Run 1, cell outlines without signal wires:
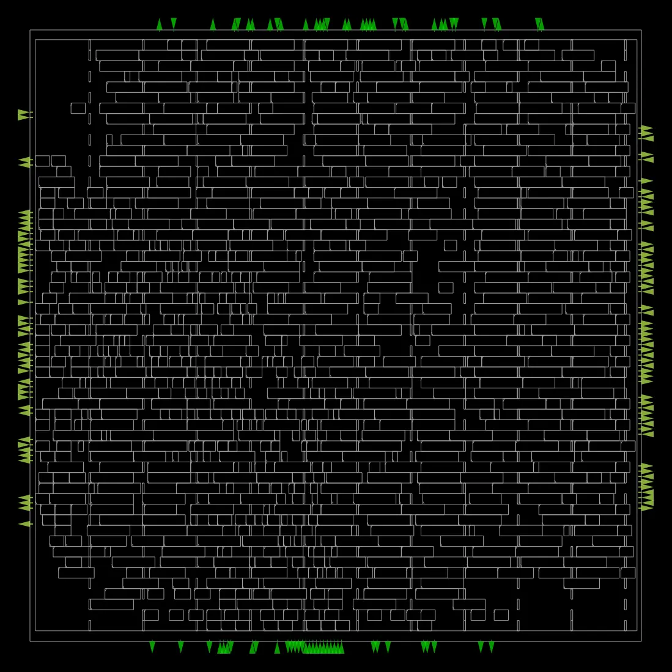
Run 1, metal 4:
The bar under the picture is 50 microns long.
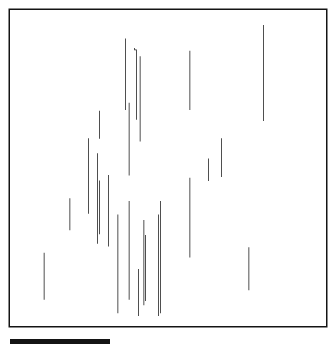
Run 1, signal wires by layer:
The bar under the picture is 50 microns long.
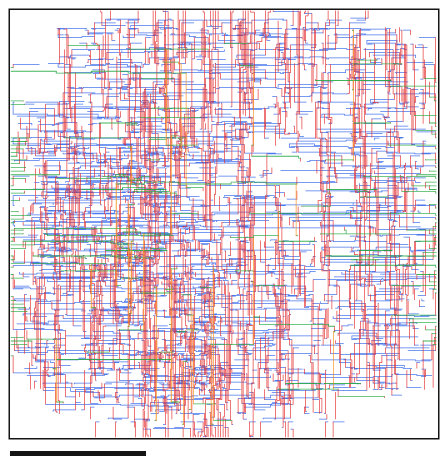
[src/rtl/fetch_pkg.sv]
// Shared types for the instruction fetch unit: FSM state, entry layout, word size.
// Latency: none (types and constants only).
// Backpressure: n/a.
package fetch_pkg;

    typedef enum logic [1:0] {
        IDLE  = 2'd0,
        REQ   = 2'd1,
        FLUSH = 2'd2
    } fetch_state_t;

    localparam int INSTR_BYTES = 4;

    typedef struct packed {
        logic [31:0] pc;
        logic [31:0] word;
    } fetch_entry_t;

endpackage

[src/rtl/fetch_queue.sv]
// Prefetch FIFO of {pc, word} entries; flush empties it and beats push/pop.
// Latency: a push is visible at the head on the following cycle.
// Backpressure: push ignored while full, pop ignored while empty.
module fetch_queue
    import fetch_pkg::*;
#(
    parameter int DEPTH = 4
) (
    input  logic         clock,
    input  logic         resetN,
    input  logic         push,
    input  fetch_entry_t pushData,
    input  logic         pop,
    input  logic         flush,
    output logic         full,
    output logic         empty,
    output fetch_entry_t head
);

    localparam int PW = (DEPTH > 1) ? $clog2(DEPTH) : 1;
    localparam int CW = PW + 1;
    localparam logic [CW-1:0] FULL_CNT = CW'(DEPTH);

    logic [PW-1:0] rdPtr_q, rdPtr_d;
    logic [PW-1:0] wrPtr_q, wrPtr_d;
    logic [CW-1:0] count_q, count_d;
    fetch_entry_t  mem_q [DEPTH];

    logic doPush;
    logic doPop;

    assign full   = (count_q == FULL_CNT);
    assign empty  = (count_q == '0);
    assign doPush = push && !full && !flush;
    assign doPop  = pop && !empty && !flush;
    assign head   = mem_q[rdPtr_q];

    // Pointer/occupancy next state; flush resets everything to empty.
    always_comb begin
        rdPtr_d = rdPtr_q;
        wrPtr_d = wrPtr_q;
        count_d = count_q;
        if (flush) begin
            rdPtr_d = '0;
            wrPtr_d = '0;
            count_d = '0;
        end else begin
            if (doPush) wrPtr_d = wrPtr_q + PW'(1);
            if (doPop)  rdPtr_d = rdPtr_q + PW'(1);
            count_d = count_q + CW'(doPush) - CW'(doPop);
        end
    end

    // Pointer/occupancy registers.
    always_ff @(posedge clock or negedge resetN) begin
        if (!resetN) begin
            rdPtr_q <= '0;
            wrPtr_q <= '0;
            count_q <= '0;
        end else begin
            rdPtr_q <= rdPtr_d;
            wrPtr_q <= wrPtr_d;
            count_q <= count_d;
        end
    end

    // Entry storage; contents are only meaningful between pointers, so no reset.
    always_ff @(posedge clock) begin
        if (doPush) mem_q[wrPtr_q] <= pushData;
    end

endmodule

[src/rtl/instr_fetch_unit.sv]
// Fetch stage: owns the fetch PC, issues one word request at a time, buffers words.
// Latency: memAck in cycle N gives instrValid in N+1; one instruction per cycle sustained.
// Backpressure: instrReady low fills the queue, after which memReq drops until a pop.
module instr_fetch_unit
    import fetch_pkg::*;
#(
    parameter int          DEPTH    = 4,
    parameter logic [31:0] RESET_PC = 32'h0000_0000
) (
    input  logic        clock,
    input  logic        resetN,
    output logic        memReq,
    output logic [31:0] memAddr,
    input  logic        memAck,
    input  logic [31:0] memData,
    input  logic        redirect,
    input  logic [31:0] redirectPc,
    output logic        instrValid,
    output logic [31:0] instruction,
    output logic [31:0] instrPc,
    input  logic        instrReady
);

    fetch_state_t state_q, state_d;
    logic [31:0]  fetchPc_q, fetchPc_d;
    logic [31:0]  staleAddr_q, staleAddr_d;

    logic         queueFull;
    logic         queueEmpty;
    fetch_entry_t queueHead;
    fetch_entry_t pushEntry;
    logic         accept;
    logic         popHead;
    logic         enterFlush;

    // A response only counts when it answers a live (non-stale) request.
    assign accept     = (state_q == REQ) && memReq && memAck && !redirect;
    assign popHead    = !queueEmpty && instrReady && !redirect;
    // Redirect with a request still outstanding: its response must be swallowed.
    assign enterFlush = (state_q == REQ) && redirect && memReq && !memAck;
    assign pushEntry  = '{pc: fetchPc_q, word: memData};

    fetch_queue #(
        .DEPTH (DEPTH)
    ) u_queue (
        .clock    (clock),
        .resetN   (resetN),
        .push     (accept),
        .pushData (pushEntry),
        .pop      (popHead),
        .flush    (redirect),
        .full     (queueFull),
        .empty    (queueEmpty),
        .head     (queueHead)
    );

    // FSM state register.
    always_ff @(posedge clock or negedge resetN) begin
        if (!resetN) state_q <= IDLE;
        else         state_q <= state_d;
    end

    // FSM next state: leave IDLE at once, park in FLUSH until the stale ack.
    always_comb begin
        state_d = state_q;
        case (state_q)
            IDLE:    state_d = REQ;
            REQ:     if (enterFlush) state_d = FLUSH;
            FLUSH:   if (memAck) state_d = REQ;
            default: state_d = IDLE;
        endcase
    end

    // FSM outputs: request is held on the stale address while flushing.
    always_comb begin
        memReq  = 1'b0;
        memAddr = fetchPc_q;
        case (state_q)
            REQ: begin
                memReq  = !queueFull;
                memAddr = fetchPc_q;
            end
            FLUSH: begin
                memReq  = 1'b1;
                memAddr = staleAddr_q;
            end
            default: begin
                memReq  = 1'b0;
                memAddr = fetchPc_q;
            end
        endcase
    end

    // Fetch PC and stale address next state.
    always_comb begin
        fetchPc_d   = fetchPc_q;
        staleAddr_d = staleAddr_q;
        if (redirect)    fetchPc_d = redirectPc;
        else if (accept) fetchPc_d = fetchPc_q + 32'(INSTR_BYTES);
        if (enterFlush)  staleAddr_d = fetchPc_q;
    end

    // Fetch PC and stale address registers.
    always_ff @(posedge clock or negedge resetN) begin
        if (!resetN) begin
            fetchPc_q   <= RESET_PC;
            staleAddr_q <= RESET_PC;
        end else begin
            fetchPc_q   <= fetchPc_d;
            staleAddr_q <= staleAddr_d;
        end
    end

    assign instrValid  = !queueEmpty;
    assign instruction = queueHead.word;
    assign instrPc     = queueHead.pc;

endmodule

[config.mk]
export PLATFORM = sky130hd
export DESIGN_NAME = instr_fetch_unit
export DESIGN_NICKNAME = d
export VERILOG_FILES = /design/src/rtl/fetch_pkg.sv /design/src/rtl/fetch_queue.sv /design/src/rtl/instr_fetch_unit.sv
export SDC_FILE = /design/constraint.sdc
export NUM_CORES = 1
export LEC_CHECK = 0
export CAP_MARGIN = 20
export CORE_UTILIZATION = 55
export CTS_CLUSTER_SIZE = 8
export DETAILED_ROUTE_END_ITERATION = 8
export PLACE_DENSITY = 0.79
export SYNTH_ARGS = -nofsm -noshare
export SYNTH_HDL_FRONTEND = slang
export SYNTH_SLANG_ARGS = --single-unit
[constraint.sdc]
create_clock -name clock -period 4.1 [get_ports clock]
set_input_delay 0.82 -clock clock [delete_from_list [all_inputs] [get_ports clock]]
set_output_delay 0.82 -clock clock [all_outputs]
set_load 0.005 [all_outputs]
==> COMMIT_EDITMSG, run 1 <==
Add synthesis and place-and-route results

- Run status: finished clean
* Die span in y: 158 microns
- Hold repair after CTS inserted 0 buffers.
- The synthesized netlist was found by Yosys to have 723 cells.
- The timing report notes that buffer and inverter cells on the critical path total 2.
- The final layout contains 1003 nets.
- Final setup violation count: 0
* Floorplan utilization: 56.3%
* Most Crowded Layer GR: met2
- met1 track demand over resource after global routing is 32.7%.
* Area overhead of the layout relative to synthesis: 26.4%
- Most instantiated flip-flop cell in the synthesis netlist: edfxtp_1
- Measured on the final layout, the clock distribution area share stands at 8.12%.
- Of the post-synthesis cell area, the part taken by muxes is 16.3%.
- Summed over all layers, the routed wires come to 27900 microns.
- Worst-case headroom to the max-slew limit: 36.0%
- Top cell excl fill/tap: edfxtp_1
- The synthesized design devotes to its leading area cell type 57.8% of total area.
* Inserted Diodes: 0
- Total die area: 24800 sq um
- Per Yosys stat, the portion of area used by sequential elements is 71.5%.
- Top Layout Cells: 256 x edfxtp_1, 165 x clkdlybuf4s50_1, 71 x dfrtp_1, 64 x mux2_2, 64 x mux4_2
- Comb area share: 21.4%
- Global-route wire length before repair: 42600 microns
* Worst-case reg-to-reg path depth: 6
- Skew-Pair Late Insertion Delay: 530 ps
- Standard cell with the maximum stage delay on the critical path: dfrtp_4
- Pins over their slew limit in the final report were tallied at 0.
* Layout non-clock buf frac: 11.2%
* Async set-or-reset flop fraction in the synthesized netlist: 22.2%
- Dominant kind of cell by area: sequential cells
* Netlist area before placement: 13300 sq um
- The post-route netlist has 22.7% of its cells at a drive strength greater than 1.
* Number of H-tree branching levels: 2
- Per the post-CTS timing run, clock transition at the registers of the reported paths is 50 ps.
- The critical path in the final layout is reported with a setup slack of 664 ps.
- Chip area from the yosys synthesis statistics: 13300 sq um
* Vias in the first global route: 7568
- 167 I/O pins were placed.
- The run reported a max-capacitance violation count of 0.
Notes on 'cell outlines without signal wires' above:
register fraction of the total cell area: 56.6%
standard-cell rows: 56
number of flip-flops and latches: 329

Notes on 'metal 4' above:
wire length on this layer	816 microns
share of all routed wire	2.9%
nets with wire on the layer	17
main direction	vertical

Notes on 'signal wires by layer' above:
layer	colour	wire length
met3	green	1800 microns
met1	blue	12100 microns
met4	orange	816 microns
met2	red	13200 microns

-- run 1: synth_stat cells, types with 6 or more instances --
cell and n:
o21ai_0 14, xnor2_1 8, a31oi_1 19, edfxtp_1 256, mux2_2 64, nor4_1 6, inv_1 12, nand3_1 12
ha_1 11, clkbuf_1 19, or4_1 16, nand2_1 25, mux4_2 64, nand4_1 6, buf_2 9, buf_1 8
o31ai_1 16, dfrtp_1 73, nor2_1 27
-- run 1: worst max path at each step --
stage                                              start                             end  cells past startpoint
after floorplan                                   memAck   u_queue.mem_q[0][0]$_DFFE_PP_                      4
after global placement                            memAck  u_queue.mem_q[3][28]$_DFFE_PP_                      5
after detailed placement                        redirect  u_queue.mem_q[3][33]$_DFFE_PP_                      5
after CTS                 u_queue.rdPtr_q[0]$_DFFE_PN0P_                      instrPc[4]                      3
after global routing      u_queue.rdPtr_q[0]$_DFFE_PN0P_                      instrPc[4]                      3
final                     u_queue.rdPtr_q[0]$_DFFE_PN0P_                      instrPc[4]                      3
-- run 1: power by group through the flow --
stage | clock network (mW) | logic [mW] | registers [mW]
2_1_floorplan | 0 | 1.39 | 4.14
3_3_place_gp | 0 | 2.47 | 4.25
3_5_place_dp | 0 | 2.49 | 4.27
4_1_cts | 3.56 | 2.52 | 4.21
5_1_grt | 3.70 | 2.67 | 4.25
6_report | 3.50 | 2.47 | 4.21
-- run 1: state kept, by name, indices dropped and copies added, names as in the netlist --
name	cells
fetchPc_q	32
u_queue.rdPtr_q	2
u_queue.mem_q	256
state_q	2
u_queue.count_q	3
u_queue.wrPtr_q	2
staleAddr_q	32
-- run 1: worst reg2reg max path, cell delays in order, from the launching register on --
cell and delay, ps:
dfrtp_1 390, inv_1 80, ha_1 340, nand3_2 90
nor3_1 610, and2_4 630, buf_4 310
==> run 2: changes to the inputs <==
Settings changed: CORE_UTILIZATION 55 to 50, PLACE_DENSITY 0.79 to 0.76.
Clock period 4.1 ns to 3 ns, I/O delays scaled along.
==> COMMIT_EDITMSG, run 2 <==
Add synthesis and place-and-route results

- Run status: finished clean
* Netlist area before placement: 13300 sq um
- The core region is 26100 sq um.
- For this run, the final setup violation count is recorded as 0.
* Layout Nets: 1028
* Layout cells sized above 1: 24.8%
- Post-synthesis xor/xnor area fraction: 0.790%
* Register with the most flip-flops: u_queue.mem_q
* Yosys cell count: 723
- Post-detail-place hpwl: 18400 microns
* Portion of synthesized cell area occupied by the leading cell type: 57.8%
* Critical path start-end classification: reg2out
* Max FO, Critical Path: 5
- The number of global-route vias before repair is 7653.
* Post-Syn Nets: 804
- Ranked by instance count, the synthesized netlist is headed by 256 x edfxtp_1, 73 x dfrtp_1, 64 x mux2_2, 64 x mux4_2, 27 x nor2_1.
* Main power-consuming group: sequential cells
- Area overhead of the layout relative to synthesis: 29.0%
* Async set-or-reset flop fraction in the synthesized netlist: 22.2%
* Final count of pins violating max slew: 0
- The min-delay analysis places its worst path in the category in2async.
- Worst-case headroom to the max-slew limit: 47.9%
* Clock transition time at the flip-flop clock pins of the worst setup and hold paths: 50 ps
- Top cell excl fill/tap: edfxtp_1
- Max-cap viol count: 0
- Max reg flops: 256
- The most common cell in the synthesized netlist is edfxtp_1.
* Fraction of the yosys area taken by sequential cells: 71.5%
* Number of buffers added to fix hold violations after cts: 0
- According to the timing report, the critical path is launched from state_q[0]$_DFFE_PN0P_.
- Worst-case reg-to-reg path depth: 6
- Mux share of post-synthesis cell area: 16.3%
- The first global-routing pass estimated 44300 microns of wire.
* Chip area from the yosys synthesis statistics: 13300 sq um
* Die span in y: 165 microns
- For the clock group, total power comes out at 4.76 mW.
- Grouping non-sequential cells by family puts the most area in multiplexers.
- The power report lists the combinational group at 3.69 mW.
- The overall die size recorded for this design is 27300 sq um.
- Per the cell usage report, the commonest logic cells after layout are 256 x edfxtp_1, 156 x clkdlybuf4s50_1, 71 x dfrtp_1, 64 x mux2_2, 64 x mux4_2.
* Standard-cell rows: 59
* Drt via density: 5.82
* DRT Wirelength: 29300 microns
* Number of H-tree branching levels: 2
- Inserted Diodes: 0
- The registers reported with the highest flop counts are u_queue.mem_q (256), fetchPc_q (32), staleAddr_q (32).
* Floorplan utilization: 51.1%
==> run 2: cell counts after synthesis <==
No cell type changed its count.
==> run 2: layout make-up <==
cell class / count / area (sq um) / share of cell area, %
Clock buffer: 76 / 1330 / 7.74
Clock inverter: 1 / 8.76 / 0.0510
Inverter: 13 / 48.8 / 0.284
Multi-Input combinational cell: 343 / 3610 / 21.0
Sequential cell: 329 / 9520 / 55.5
Tap cell: 335 / 419 / 2.44
Timing Repair Buffer: 213 / 2220 / 13.0
==> run 2: kinds of logic after synthesis <==
logic type	Yosys count
simple gates	129
flops	329
mux	129
xor+xnor	12
buf+inv	51
fa+ha+maj	12
compound gates	61
==> run 2: timing repair <==
item                                    4_1_cts  5_1_grt
pin swaps                                     0        0
buffers inserted                              5        5
endpoints found under the hold margin         0        0
endpoints found under the setup margin       79       40
gates resized                                11        0
==> run 2: stage by stage <==
| stage | setup WS (ps) | hold WS [ps] | total power, mW | instance area, sq um |
|---|---|---|---|---|
| after floorplan | 199 | 304 | 7.54 | 13300 |
| after global placement | 190 | 483 | 9.32 | 15700 |
| after detailed placement | 122 | 491 | 9.38 | 15700 |
| after CTS | 1.57 | 169 | 14.2 | 17100 |
| after global routing | 1.26 | 199 | 14.7 | 17200 |
| final | 75.8 | 152 | 14.1 | 17200 |
==> run 2: layer usage <==
layer	part of all wire (%)	GRT usage (%)	routed length [microns]
met2	50	35.5	14500
met3	7.2	3.77	2120
met5	0	0	0
met4	1.7	5.75	507
met1	41	30.7	12200
==> run 2: critical path, delay by kind of cell (launching register included) <==
family | cells | cell delay [ps]
muxes | 1 | 340
adders and majority gates | 1 | 220
DFF | 1 | 400
buffers and inverters | 3 | 820
Run 2, metal 4:
The bar under the picture is 50 microns long.
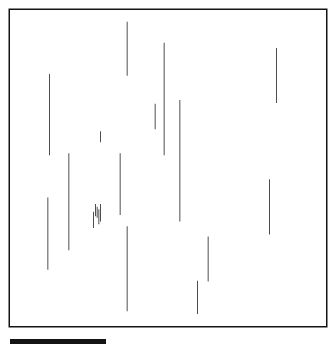
wire length on this layer	507 microns
nets with wire on the layer	13

No activity file was given, so power comes from the tool's default toggle rates.
